**src/rtl/decode_pkg.sv**
```systemverilog
// Shared decode definitions: opcodes, instruction field positions, decode bundle.
// Latency: none (types and constants only).
// Backpressure: not applicable.
package decode_pkg;

   localparam int DATA_W    = 32;
   localparam int REG_AW    = 5;
   localparam int OPC_W     = 6;
   localparam int FUNCT_W   = 6;
   localparam int SHAMT_W   = 5;
   localparam int IMM_W     = 16;

   localparam int OPC_LSB   = 26;
   localparam int RS_LSB    = 21;
   localparam int RT_LSB    = 16;
   localparam int RD_LSB    = 11;
   localparam int SHAMT_LSB = 6;
   localparam int FUNCT_LSB = 0;
   localparam int IMM_LSB   = 0;

   localparam logic [REG_AW-1:0] LINK_REG = 5'd31;

   localparam logic [OPC_W-1:0] OP_RTYPE = 6'h00;
   localparam logic [OPC_W-1:0] OP_JAL   = 6'h03;
   localparam logic [OPC_W-1:0] OP_ADDI  = 6'h08;
   localparam logic [OPC_W-1:0] OP_ADDIU = 6'h09;
   localparam logic [OPC_W-1:0] OP_SLTI  = 6'h0A;
   localparam logic [OPC_W-1:0] OP_SLTIU = 6'h0B;
   localparam logic [OPC_W-1:0] OP_ANDI  = 6'h0C;
   localparam logic [OPC_W-1:0] OP_ORI   = 6'h0D;
   localparam logic [OPC_W-1:0] OP_XORI  = 6'h0E;
   localparam logic [OPC_W-1:0] OP_LUI   = 6'h0F;
   localparam logic [OPC_W-1:0] OP_LW    = 6'h23;

   // Everything execute needs for one decoded instruction.
   typedef struct packed {
      logic [DATA_W-1:0]  pc;
      logic [OPC_W-1:0]   opcode;
      logic [FUNCT_W-1:0] funct;
      logic [SHAMT_W-1:0] shamt;
      logic [DATA_W-1:0]  rs_data;
      logic [DATA_W-1:0]  rt_data;
      logic [DATA_W-1:0]  imm;
      logic [REG_AW-1:0]  dest;
      logic               reg_write;
   } decode_bundle_t;

endpackage

```
**src/rtl/register_file.sv**
```systemverilog
// Register file with two combinational read ports, one write port, write-to-read bypass.
// Latency: reads combinational, writes visible after the clock edge (same cycle via bypass).
// Backpressure: none; writes are always accepted.
module register_file
   import decode_pkg::*;
#(
   parameter int XLEN  = 32,
   parameter int NREGS = 32
) (
   input  logic              clk,
   input  logic              rst,
   input  logic [REG_AW-1:0] ra1,
   input  logic [REG_AW-1:0] ra2,
   output logic [XLEN-1:0]   rd1,
   output logic [XLEN-1:0]   rd2,
   input  logic              we,
   input  logic [REG_AW-1:0] wa,
   input  logic [XLEN-1:0]   wd
);

   logic [XLEN-1:0] regs [NREGS];
   logic            wr_live;

   assign wr_live = we && (wa != '0);

   // Storage update; reset clears every entry so no stale value survives.
   always_ff @(posedge clk or posedge rst) begin
      if (rst) begin
         for (int i = 0; i < NREGS; i++) regs[i] <= '0;
      end else if (wr_live) begin
         regs[wa] <= wd;
      end
   end

   // Read ports: r0 is hardwired zero, a same-cycle write is forwarded.
   always_comb begin
      rd1 = '0;
      rd2 = '0;
      if (ra1 != '0) rd1 = (wr_live && wa == ra1) ? wd : regs[ra1];
      if (ra2 != '0) rd2 = (wr_live && wa == ra2) ? wd : regs[ra2];
   end

endmodule

```
**src/rtl/instruction_decode.sv**
```systemverilog
// Decode stage: register read, immediate extension, destination select into an output register.
// Latency: 1 cycle from fetch handshake to id_* outputs.
// Backpressure: if_ready = !id_valid || id_ready; a held bundle waits for execute, flush drops it.
module instruction_decode
   import decode_pkg::*;
#(
   parameter int XLEN  = 32,
   parameter int NREGS = 32
) (
   input  logic              clk,
   input  logic              rst,
   input  logic              if_valid,
   output logic              if_ready,
   input  logic [XLEN-1:0]   if_pc,
   input  logic [31:0]       if_instr,
   input  logic              wb_en,
   input  logic [REG_AW-1:0] wb_addr,
   input  logic [XLEN-1:0]   wb_data,
   input  logic              flush,
   output logic              id_valid,
   input  logic              id_ready,
   output logic [XLEN-1:0]   id_pc,
   output logic [OPC_W-1:0]  id_opcode,
   output logic [FUNCT_W-1:0] id_funct,
   output logic [SHAMT_W-1:0] id_shamt,
   output logic [XLEN-1:0]   id_rs_data,
   output logic [XLEN-1:0]   id_rt_data,
   output logic [XLEN-1:0]   id_imm,
   output logic [REG_AW-1:0] id_dest,
   output logic              id_reg_write
);

   logic [OPC_W-1:0]  opcode;
   logic [REG_AW-1:0] rs_idx;
   logic [REG_AW-1:0] rt_idx;
   logic [REG_AW-1:0] rd_idx;
   logic [IMM_W-1:0]  imm16;
   logic [XLEN-1:0]   rs_val;
   logic [XLEN-1:0]   rt_val;
   logic              capture;
   logic              wb_live;
   decode_bundle_t    nxt;
   decode_bundle_t    q;
   logic [REG_AW-1:0] held_rs;
   logic [REG_AW-1:0] held_rt;

   assign opcode  = if_instr[OPC_LSB +: OPC_W];
   assign rs_idx  = if_instr[RS_LSB +: REG_AW];
   assign rt_idx  = if_instr[RT_LSB +: REG_AW];
   assign rd_idx  = if_instr[RD_LSB +: REG_AW];
   assign imm16   = if_instr[IMM_LSB +: IMM_W];

   assign if_ready = !id_valid || id_ready;
   assign capture  = if_valid && if_ready && !flush;
   assign wb_live  = wb_en && (wb_addr != '0);

   register_file #(.XLEN(XLEN), .NREGS(NREGS)) u_rf (
      .clk (clk),
      .rst (rst),
      .ra1 (rs_idx),
      .ra2 (rt_idx),
      .rd1 (rs_val),
      .rd2 (rt_val),
      .we  (wb_en),
      .wa  (wb_addr),
      .wd  (wb_data)
   );

   // Build the next bundle from the presented instruction.
   always_comb begin
      nxt         = '0;
      nxt.pc      = if_pc;
      nxt.opcode  = opcode;
      nxt.funct   = if_instr[FUNCT_LSB +: FUNCT_W];
      nxt.shamt   = if_instr[SHAMT_LSB +: SHAMT_W];
      nxt.rs_data = rs_val;
      nxt.rt_data = rt_val;
      // Logical immediates are unsigned; everything else sign-extends.
      if (opcode == OP_ANDI || opcode == OP_ORI || opcode == OP_XORI)
         nxt.imm = {{(XLEN-IMM_W){1'b0}}, imm16};
      else
         nxt.imm = {{(XLEN-IMM_W){imm16[IMM_W-1]}}, imm16};
      if (opcode == OP_RTYPE) begin
         nxt.dest      = rd_idx;
         nxt.reg_write = (if_instr != '0);
      end else if ((opcode >= OP_ADDI && opcode <= OP_LUI) || opcode == OP_LW) begin
         nxt.dest      = rt_idx;
         nxt.reg_write = 1'b1;
      end else if (opcode == OP_JAL) begin
         nxt.dest      = LINK_REG;
         nxt.reg_write = 1'b1;
      end
      // Writing r0 is meaningless, so never advertise it.
      if (nxt.dest == '0) nxt.reg_write = 1'b0;
   end

   // Output register: flush wins, then capture, then drain or stall refresh.
   always_ff @(posedge clk or posedge rst) begin
      if (rst) begin
         q        <= '0;
         id_valid <= 1'b0;
         held_rs  <= '0;
         held_rt  <= '0;
      end else if (flush) begin
         id_valid <= 1'b0;
      end else if (capture) begin
         q        <= nxt;
         id_valid <= 1'b1;
         held_rs  <= rs_idx;
         held_rt  <= rt_idx;
      end else if (id_valid && id_ready) begin
         id_valid <= 1'b0;
      end else if (id_valid && wb_live) begin
         // Stalled bundle tracks write-back so execute never sees a stale operand.
         if (wb_addr == held_rs) q.rs_data <= wb_data;
         if (wb_addr == held_rt) q.rt_data <= wb_data;
      end
   end

   assign id_pc        = q.pc;
   assign id_opcode    = q.opcode;
   assign id_funct     = q.funct;
   assign id_shamt     = q.shamt;
   assign id_rs_data   = q.rs_data;
   assign id_rt_data   = q.rt_data;
   assign id_imm       = q.imm;
   assign id_dest      = q.dest;
   assign id_reg_write = q.reg_write;

endmodule

```
**config.mk**
```make
export PLATFORM = sky130hd
export DESIGN_NAME = instruction_decode
export DESIGN_NICKNAME = d
export VERILOG_FILES = /design/src/rtl/decode_pkg.sv /design/src/rtl/register_file.sv /design/src/rtl/instruction_decode.sv
export SDC_FILE = /design/constraint.sdc
export NUM_CORES = 2
export LEC_CHECK = 0
export CORE_MARGIN = 5
export CORE_UTILIZATION = 55
export CTS_CLUSTER_SIZE = 10
export DETAILED_ROUTE_END_ITERATION = 10
export PLACE_DENSITY = 0.81
export SKIP_CTS_REPAIR_TIMING = 1
export SKIP_LAST_GASP = 1
export SLEW_MARGIN = 20
export SYNTH_ARGS = -nofsm -noshare
export SYNTH_HDL_FRONTEND = slang
export SYNTH_SLANG_ARGS = --single-unit
```
**constraint.sdc**
```tcl
create_clock -name clk -period 35.6 [get_ports clk]
set_input_delay 5.34 -clock clk [delete_from_list [all_inputs] [get_ports clk]]
set_output_delay 5.34 -clock clk [all_outputs]
set_load 0.01 [all_outputs]
```
==> job_summary.md <==
## Synthesis and layout report

| Metric | Value |
|---|---|
| Detail Placement HPWL | `~110000 um` |
| Dominant logic cell type in the layout | `dfrtp_1` |
| Area grow syn2layout | `11.48%` |
| Seq share, synth | `0.4770` |
| Count of pins over their slew limit | `0` |
| Critical Path Start Type | `primary input` |
| Synth async-reset ratio | `1.000` |
| Met3 wire len | `between 20000 and 30000 um` |
| Synthesized cell area | `between 60000 and 70000 um2` |
| Setup crit end kind | `output pin` |
| VDD IR-drop max | `roughly 0.000037 V` |
| CP required | `between 30 and 40 ns` |
| R2r setup slk | `roughly 32 ns` |
| Log Warnings | `27` |
| Top-area cell share | `0.4770` |
| Simple Share, Synth | `0.03916` |
| Pleak | `just under 30 nW` |
| Internal power | `around 2.8 mW` |
| Layout Nets | `4321` |
| Most used DFF post-synth | `dfrtp_1` |
| Post-route clock period utilization | `0.3454` |
| Mux share | `0.4062` |
| Syn. warnings | `0` |
| Chip area in the Yosys report | `about 61000 um2` |
| Fin. Hold Viols | `0` |
| Number of max-cap violations | `0` |
| Worst min path class | `register to register` |
| DP Cell Count | `~5600` |
| Aoi share | `0.03713` |
| Initial antenna violation count | `10` |
| Post-synth top area cell | `dfrtp_1` |
| CP Class | `primary input to output pin` |
| Layout fillers | `7913` |
| First-pass GRT wire length | `~280000 um` |
| Worst-Margin Slew | `~1.2 ns` |
| Total power draw | `about 3.8 mW` |
| Status | `completed` |
| FP Rows | `122` |
| Routed Antenna Nets | `0` |
| Sequential Power Share | `0.462` |
| DR vias/cell | `around 7.2` |
| Max Fclk | `0.08131 GHz` |
| WL met1 | `67770 um` |
==> metrics by stage <==
step / hold WS [ns] / setup slack (ns)
after floorplan: 0.4413 / 14.24
after detailed placement: 0.3833 / 23.34
after global routing: 0.4023 / 23.23
after global placement: 0.3771 / 23.32
after CTS: 0.3948 / 23.31
final: 0.3953 / 23.30
==> critical path, cell delays in order <==
cell and delay, ns:
clkdlybuf4s50_1 0.44, nor2b_1 0.37, inv_1 0.26, clkdlybuf4s50_1 0.55
==> final timing paths <==
path / end / depth (start not counted)
min: u_rf.regs[1007] / 0
min in group asynchronous: id_imm[12] / 2
min reg2reg: u_rf.regs[1007] / 0
max: if_ready / 4
max in group asynchronous: u_rf.regs[437] / 7
max reg2reg: id_rs_data[13] / 7
==> power by group through the flow <==
stage | sequential [mW] | clock [mW] | combinational [mW]
finish | 1.76 | 1.23 | 0.821
global route | 1.79 | 1.29 | 0.875
CTS | 1.75 | 1.24 | 0.819
detailed placement | 1.77 | 0 | 0.813
global placement | 1.75 | 0 | 0.790
floorplan | 1.72 | 0 | 0.596
==> state kept, by name, summed over array words and instances, names as in the netlist <==
signal,flops
u_rf.regs,1024
id_shamt,4
id_dest,5
id_opcode,6
held_rt,5
id_rs_data,32
id_rt_data,32
id_valid,1
id_funct,5
id_imm,8
id_reg_write,1
held_rs,5
id_pc,32
==> final cells by class <==
type                            count  area (um2)  share of cell area
Tap cell                         1488        1862             0.02744
Multi-Input combinational cell   2526       29770              0.4388
Inverter                           19       75.07            0.001106
Clock inverter                      2       38.79           0.0005717
Antenna cell                        3       7.507           0.0001106
Timing Repair Buffer              372        3412             0.05029
Sequential cell                  1160       29030              0.4278
Clock buffer                      157        3651             0.05381
**Placement density heat map**

The bar under the picture is 100 um long. 34 x 34 tiles, from white (low) to dark blue (high), 0 to 100% covered.
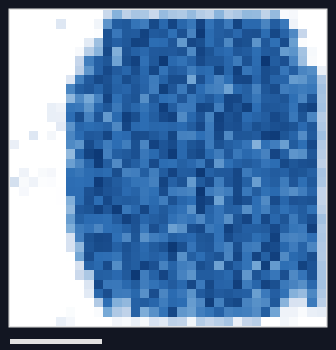
mean over tiles: 56%
tiles over 75% full: 45%
nearly empty tiles: 21%
fullest tile: 97%
final core occ: 0.6148
core area: 110400 um2
Init Core Util: 0.5514

**Cell placement**

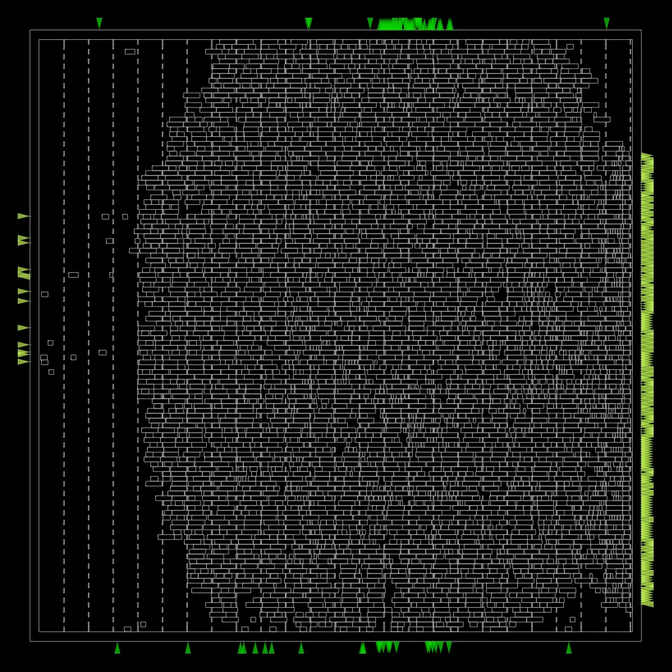
sequential cell area share: 0.4278
final non-filler cell total: 5727

**Sequential cells grouped by signal name**

The bar under the picture is 100 um long.
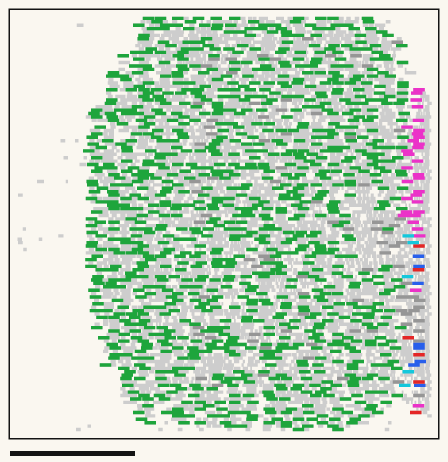
| color | name in the netlist | placed flops |
|---|---|---|
| green | u_rf.regs | 1024 |
| magenta | id_pc | 32 |
| cyan | id_dest | 5 |
| red | id_opcode | 6 |
| blue | id_imm | 8 |
not colored: 85
register area: 29030 um2
Seq group: 1.76 mW

No activity file was given, so power comes from the tool's default toggle rates.
